==> config.mk <==
export PLATFORM = sky130hd
export DESIGN_NAME = stopwatch_bcd_counter
export DESIGN_NICKNAME = d
export VERILOG_FILES = /design/src/rtl/stopwatch_bcd_counter.sv
export SDC_FILE = /design/constraint.sdc
export NUM_CORES = 1
export LEC_CHECK = 0
export ABC_AREA = 1
export CAP_MARGIN = 10
export CORE_UTILIZATION = 57
export CTS_BUF_LIST = sky130_fd_sc_hd__clkbuf_8 sky130_fd_sc_hd__clkbuf_16
export DETAILED_ROUTE_END_ITERATION = 10
export PLACE_DENSITY_LB_ADDON = 0.12
export SYNTH_ARGS = -nofsm -noshare
export SYNTH_HDL_FRONTEND = slang
export SYNTH_SLANG_ARGS = --single-unit
==> constraint.sdc <==
create_clock -name clk_in -period 2.5 [get_ports clk_in]
set_clock_uncertainty 0.15 [all_clocks]
set_input_delay 0.625 -clock clk_in [delete_from_list [all_inputs] [get_ports clk_in]]
set_output_delay 0.625 -clock clk_in [all_outputs]
set_load 0.1 [all_outputs]
==> src/rtl/stopwatch_bcd_counter.sv <==
// Stopwatch core: counts 100 Hz ticks as BCD SS.cc (00.00 .. MAX_SEC_TENS9.99),
// with a start/pause/lap/clear control FSM and a lap-freeze display register.
module stopwatch_bcd_counter #(
  parameter logic [3:0] MAX_SEC_TENS = 4'd5
) (
  input  logic       clk_in,
  input  logic       rst,
  input  logic       tick_in,
  input  logic       btn_start,
  input  logic       btn_lap,
  input  logic       btn_clear,
  output logic [3:0] disp_sec_tens,
  output logic [3:0] disp_sec_ones,
  output logic [3:0] disp_cs_tens,
  output logic [3:0] disp_cs_ones,
  output logic       running,
  output logic       lap_active,
  output logic       wrap_pulse
);

  typedef enum logic [1:0] {
    ST_IDLE    = 2'd0,
    ST_RUN     = 2'd1,
    ST_PAUSE   = 2'd2,
    ST_LAP_RUN = 2'd3
  } state_t;

  // Returns {carry, next_digit}; any out-of-range digit is forced back to 0.
  function automatic logic [4:0] bcd_digit_inc(input logic [3:0] digit);
    logic [4:0] result;
    if (digit >= 4'd9) begin
      result = {1'b1, 4'd0};
    end else begin
      result = {1'b0, digit + 4'd1};
    end
    return result;
  endfunction

  state_t     r_state;
  logic       r_tick_s1;
  logic       r_tick_s2;
  logic       r_start_prev;
  logic       r_lap_prev;
  logic       r_clear_prev;
  logic [3:0] r_sec_tens;
  logic [3:0] r_sec_ones;
  logic [3:0] r_cs_tens;
  logic [3:0] r_cs_ones;

  state_t     w_next_state;
  logic       w_tick_pulse;
  logic       w_start_press;
  logic       w_lap_press;
  logic       w_clear_press;
  logic       w_count_en;
  logic       w_clear_live;
  logic       w_hold_disp;
  logic [4:0] w_cs_ones_inc;
  logic [4:0] w_cs_tens_inc;
  logic [4:0] w_sec_ones_inc;
  logic       w_roll_cs_tens;
  logic       w_roll_sec_ones;
  logic       w_roll_sec_tens;
  logic       w_wrap;
  logic [3:0] w_next_sec_tens;
  logic [3:0] w_next_sec_ones;
  logic [3:0] w_next_cs_tens;
  logic [3:0] w_next_cs_ones;

  assign w_tick_pulse  = r_tick_s1 & ~r_tick_s2;
  assign w_start_press = btn_start & ~r_start_prev;
  assign w_lap_press   = btn_lap & ~r_lap_prev;
  assign w_clear_press = btn_clear & ~r_clear_prev;

  assign w_count_en = ((r_state == ST_RUN) || (r_state == ST_LAP_RUN)) && w_tick_pulse;

  assign w_cs_ones_inc  = bcd_digit_inc(r_cs_ones);
  assign w_cs_tens_inc  = bcd_digit_inc(r_cs_tens);
  assign w_sec_ones_inc = bcd_digit_inc(r_sec_ones);

  assign w_roll_cs_tens  = w_cs_ones_inc[4];
  assign w_roll_sec_ones = w_roll_cs_tens & w_cs_tens_inc[4];
  assign w_roll_sec_tens = w_roll_sec_ones & w_sec_ones_inc[4];
  assign w_wrap          = w_roll_sec_tens & (r_sec_tens >= MAX_SEC_TENS);

  // Incremented live count; the lower digits are already 0 whenever w_wrap is set.
  always_comb begin
    w_next_cs_ones = w_cs_ones_inc[3:0];
    if (w_roll_cs_tens) begin
      w_next_cs_tens = w_cs_tens_inc[3:0];
    end else begin
      w_next_cs_tens = r_cs_tens;
    end
    if (w_roll_sec_ones) begin
      w_next_sec_ones = w_sec_ones_inc[3:0];
    end else begin
      w_next_sec_ones = r_sec_ones;
    end
    if (w_wrap) begin
      w_next_sec_tens = 4'd0;
    end else if (w_roll_sec_tens) begin
      w_next_sec_tens = r_sec_tens + 4'd1;
    end else begin
      w_next_sec_tens = r_sec_tens;
    end
  end

  // Control transitions; priority clear > start > lap among presses the state honours.
  always_comb begin
    w_next_state = r_state;
    w_clear_live = 1'b0;
    case (r_state)
      ST_IDLE: begin
        if (w_clear_press) begin
          w_next_state = ST_IDLE;
          w_clear_live = 1'b1;
        end else if (w_start_press) begin
          w_next_state = ST_RUN;
        end else begin
          w_next_state = ST_IDLE;
        end
      end
      ST_RUN: begin
        if (w_start_press) begin
          w_next_state = ST_PAUSE;
        end else if (w_lap_press) begin
          w_next_state = ST_LAP_RUN;
        end else begin
          w_next_state = ST_RUN;
        end
      end
      ST_LAP_RUN: begin
        if (w_start_press) begin
          w_next_state = ST_PAUSE;
        end else if (w_lap_press) begin
          w_next_state = ST_RUN;
        end else begin
          w_next_state = ST_LAP_RUN;
        end
      end
      ST_PAUSE: begin
        if (w_clear_press) begin
          w_next_state = ST_IDLE;
          w_clear_live = 1'b1;
        end else if (w_start_press) begin
          w_next_state = ST_RUN;
        end else begin
          w_next_state = ST_PAUSE;
        end
      end
      default: begin
        w_next_state = ST_IDLE;
        w_clear_live = 1'b1;
      end
    endcase
  end

  assign w_hold_disp = (r_state == ST_LAP_RUN) && (w_next_state == ST_LAP_RUN);

  // Tick synchroniser and button edge-detect history; clear leaves these alone.
  always_ff @(posedge clk_in) begin
    if (rst) begin
      r_tick_s1    <= 1'b0;
      r_tick_s2    <= 1'b0;
      r_start_prev <= 1'b0;
      r_lap_prev   <= 1'b0;
      r_clear_prev <= 1'b0;
    end else begin
      r_tick_s1    <= tick_in;
      r_tick_s2    <= r_tick_s1;
      r_start_prev <= btn_start;
      r_lap_prev   <= btn_lap;
      r_clear_prev <= btn_clear;
    end
  end

  always_ff @(posedge clk_in) begin
    if (rst) begin
      r_state    <= ST_IDLE;
      running    <= 1'b0;
      lap_active <= 1'b0;
      wrap_pulse <= 1'b0;
    end else begin
      r_state    <= w_next_state;
      running    <= (w_next_state == ST_RUN) || (w_next_state == ST_LAP_RUN);
      lap_active <= (w_next_state == ST_LAP_RUN);
      wrap_pulse <= w_count_en & w_wrap;
    end
  end

  always_ff @(posedge clk_in) begin
    if (rst) begin
      r_sec_tens <= 4'd0;
      r_sec_ones <= 4'd0;
      r_cs_tens  <= 4'd0;
      r_cs_ones  <= 4'd0;
    end else if (w_clear_live) begin
      r_sec_tens <= 4'd0;
      r_sec_ones <= 4'd0;
      r_cs_tens  <= 4'd0;
      r_cs_ones  <= 4'd0;
    end else if (w_count_en) begin
      r_sec_tens <= w_next_sec_tens;
      r_sec_ones <= w_next_sec_ones;
      r_cs_tens  <= w_next_cs_tens;
      r_cs_ones  <= w_next_cs_ones;
    end else begin
      r_sec_tens <= r_sec_tens;
      r_sec_ones <= r_sec_ones;
      r_cs_tens  <= r_cs_tens;
      r_cs_ones  <= r_cs_ones;
    end
  end

  // Display tracks the pre-increment live count, except while frozen inside LAP_RUN.
  always_ff @(posedge clk_in) begin
    if (rst || w_clear_live) begin
      disp_sec_tens <= 4'd0;
      disp_sec_ones <= 4'd0;
      disp_cs_tens  <= 4'd0;
      disp_cs_ones  <= 4'd0;
    end else if (w_hold_disp) begin
      disp_sec_tens <= disp_sec_tens;
      disp_sec_ones <= disp_sec_ones;
      disp_cs_tens  <= disp_cs_tens;
      disp_cs_ones  <= disp_cs_ones;
    end else begin
      disp_sec_tens <= r_sec_tens;
      disp_sec_ones <= r_sec_ones;
      disp_cs_tens  <= r_cs_tens;
      disp_cs_ones  <= r_cs_ones;
    end
  end

endmodule

==> notes.md <==
The worst setup path is of the in -> reg kind. Per STA, the highest per-stage delay on the worst path measures 410 ps. Across the run, the number of max-cap violations was 0. In the layout the tool counted multi-input logic cells amounting to 146.

The run gives 34 for the number of warnings in the stage logs. The arithmetic-cell share of the synthesized area counting full adders, half adders and majority gates is 8.34%. The run gives 1530 um for the met2 wire length. In this run, distinct cell masters in the synthesized netlist total 26. The cell-mix breakdown from Yosys lists the compound-gate area share as 13.8%.

The post-synth net total was 237; the number of standard cells in the layout, taps in and fillers out was 293. The finished layout reports a core utilization of 71.7%. Looking at the post-CTS report, the setup buffer insertion count equals 0.

The synthesized instance count is 219. The worst setup path is launched from a primary input. For reference, the clock transition at the flip-flops on the worst setup and hold paths is 80 ps.

All stages included, the depth of the critical timing path comes to 7. The logic share of the area works out to 38.5%. The logs give 279 ps for the worst slack on hold paths and 1570 um for the routed metal-1 wirelength. For reference, XOR and XNOR gates occupy 1.95% of the area reported after synthesis. The number of I/O port buffers came out at 24. In the routed layout, each cell is associated on average with a via count of 4.83. The largest total area in the synthesized netlist belongs to dfxtp_1. The final critical path takes up 77.7% of the cycle. The maximum VDD drop is 0.000409 V. By area, the combinational part of the netlist is dominated by simple AND/OR/NAND/NOR gates. Measured in cells, the most critical reg-to-reg path has a length of 10. The clock root buffer was clkbuf_8.

The most common cell in the synthesized netlist is dfxtp_1. 0 antenna diodes ended up in the layout. The net switching power in the latest report is 293 uW. The flow ran to the end, and the final reports show no timing, DRC or antenna violations. Registers represent a cell area share of 38.7%.

Setup repair after global routing left no endpoint under its margin. Per the detail_route log, met3 wirelength is 141 um. Before any placement, the netlist area is recorded as 1800 sq um.

The core outline area came out at 3030 sq um. The run gives 557 ps for the worst path setup slack after routing. The run gives 0 as the number of failing setup endpoints in the final timing report. Uppermost layer routed: met4. The run gives 0.951 nW as the cell leakage power. The post-route antenna net violation count is 0, and the critical-path maximum fanout is 14. The part of the power in combinational logic was 6.8%.
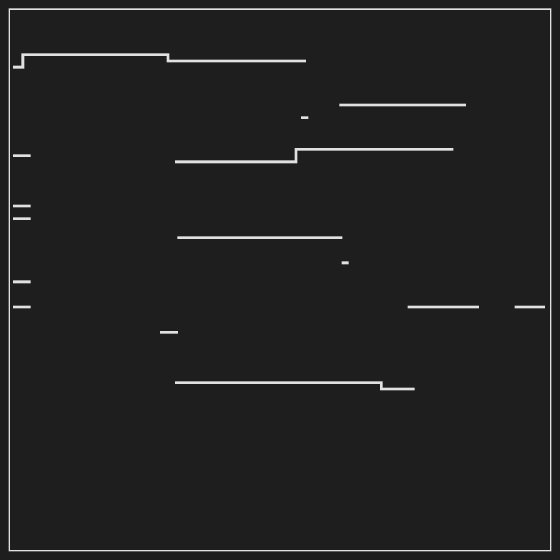
m3.png
10 nets have wire on it. The longest straight run is 22.1 um. The layer holds 4.3% of the routed length. The wires run mostly horizontal. The layer carries 142 um of wire.
via count of the routed design: 1,415
met3 demand-to-capacity share in global routing: 9.38%
post-detailed-routing wire length: 3290 um

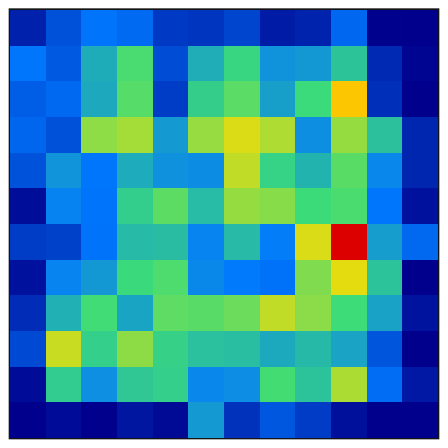
route_heat.png
The die is cut into 12 by 12 equal tiles; dark blue is low, red is high, scaled to the fullest tile. Values are wire area over tile area, all layers added.
6.9% of the tiles are nearly empty. The mean over all tiles is 0.15. The fullest tile reaches 0.47. 22% of the tiles are over half the peak.
combined global-route utilization of all metal layers: 22.7%
post-detailed-route wirelength per cell: 11.2 um

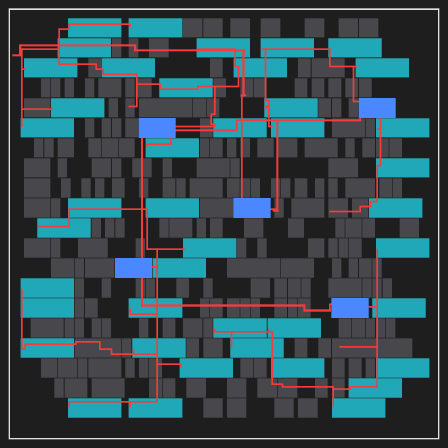
clock_wires.png
flip-flops: shown in cyan, count 42. clock wires: shown in red, length 478 um. clock-net drivers: shown in blue, count 5.
There are 6 routed clock nets.
Latency at later pin: 300 ps
part of the power in the clock network: 40.5%
Power Clock: 524 uW

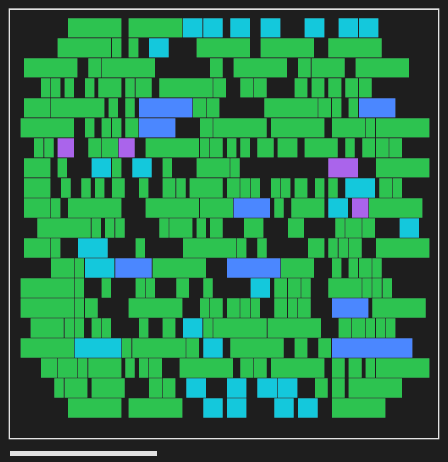
sizing.png
Scale bar: 20 um.
x1 and smaller: shown in green, cells 210. x2: shown in purple, cells 4. x6 and larger: shown in blue, cells 8. x3 and x4: shown in cyan, cells 27.
Layout Cell Area excl Fill: 2170 sq um
number of ordinary and repair buffers in the finished layout: 28
layout overhead on the synthesized area: 20.7%

No activity file was given, so power comes from the tool's default toggle rates.
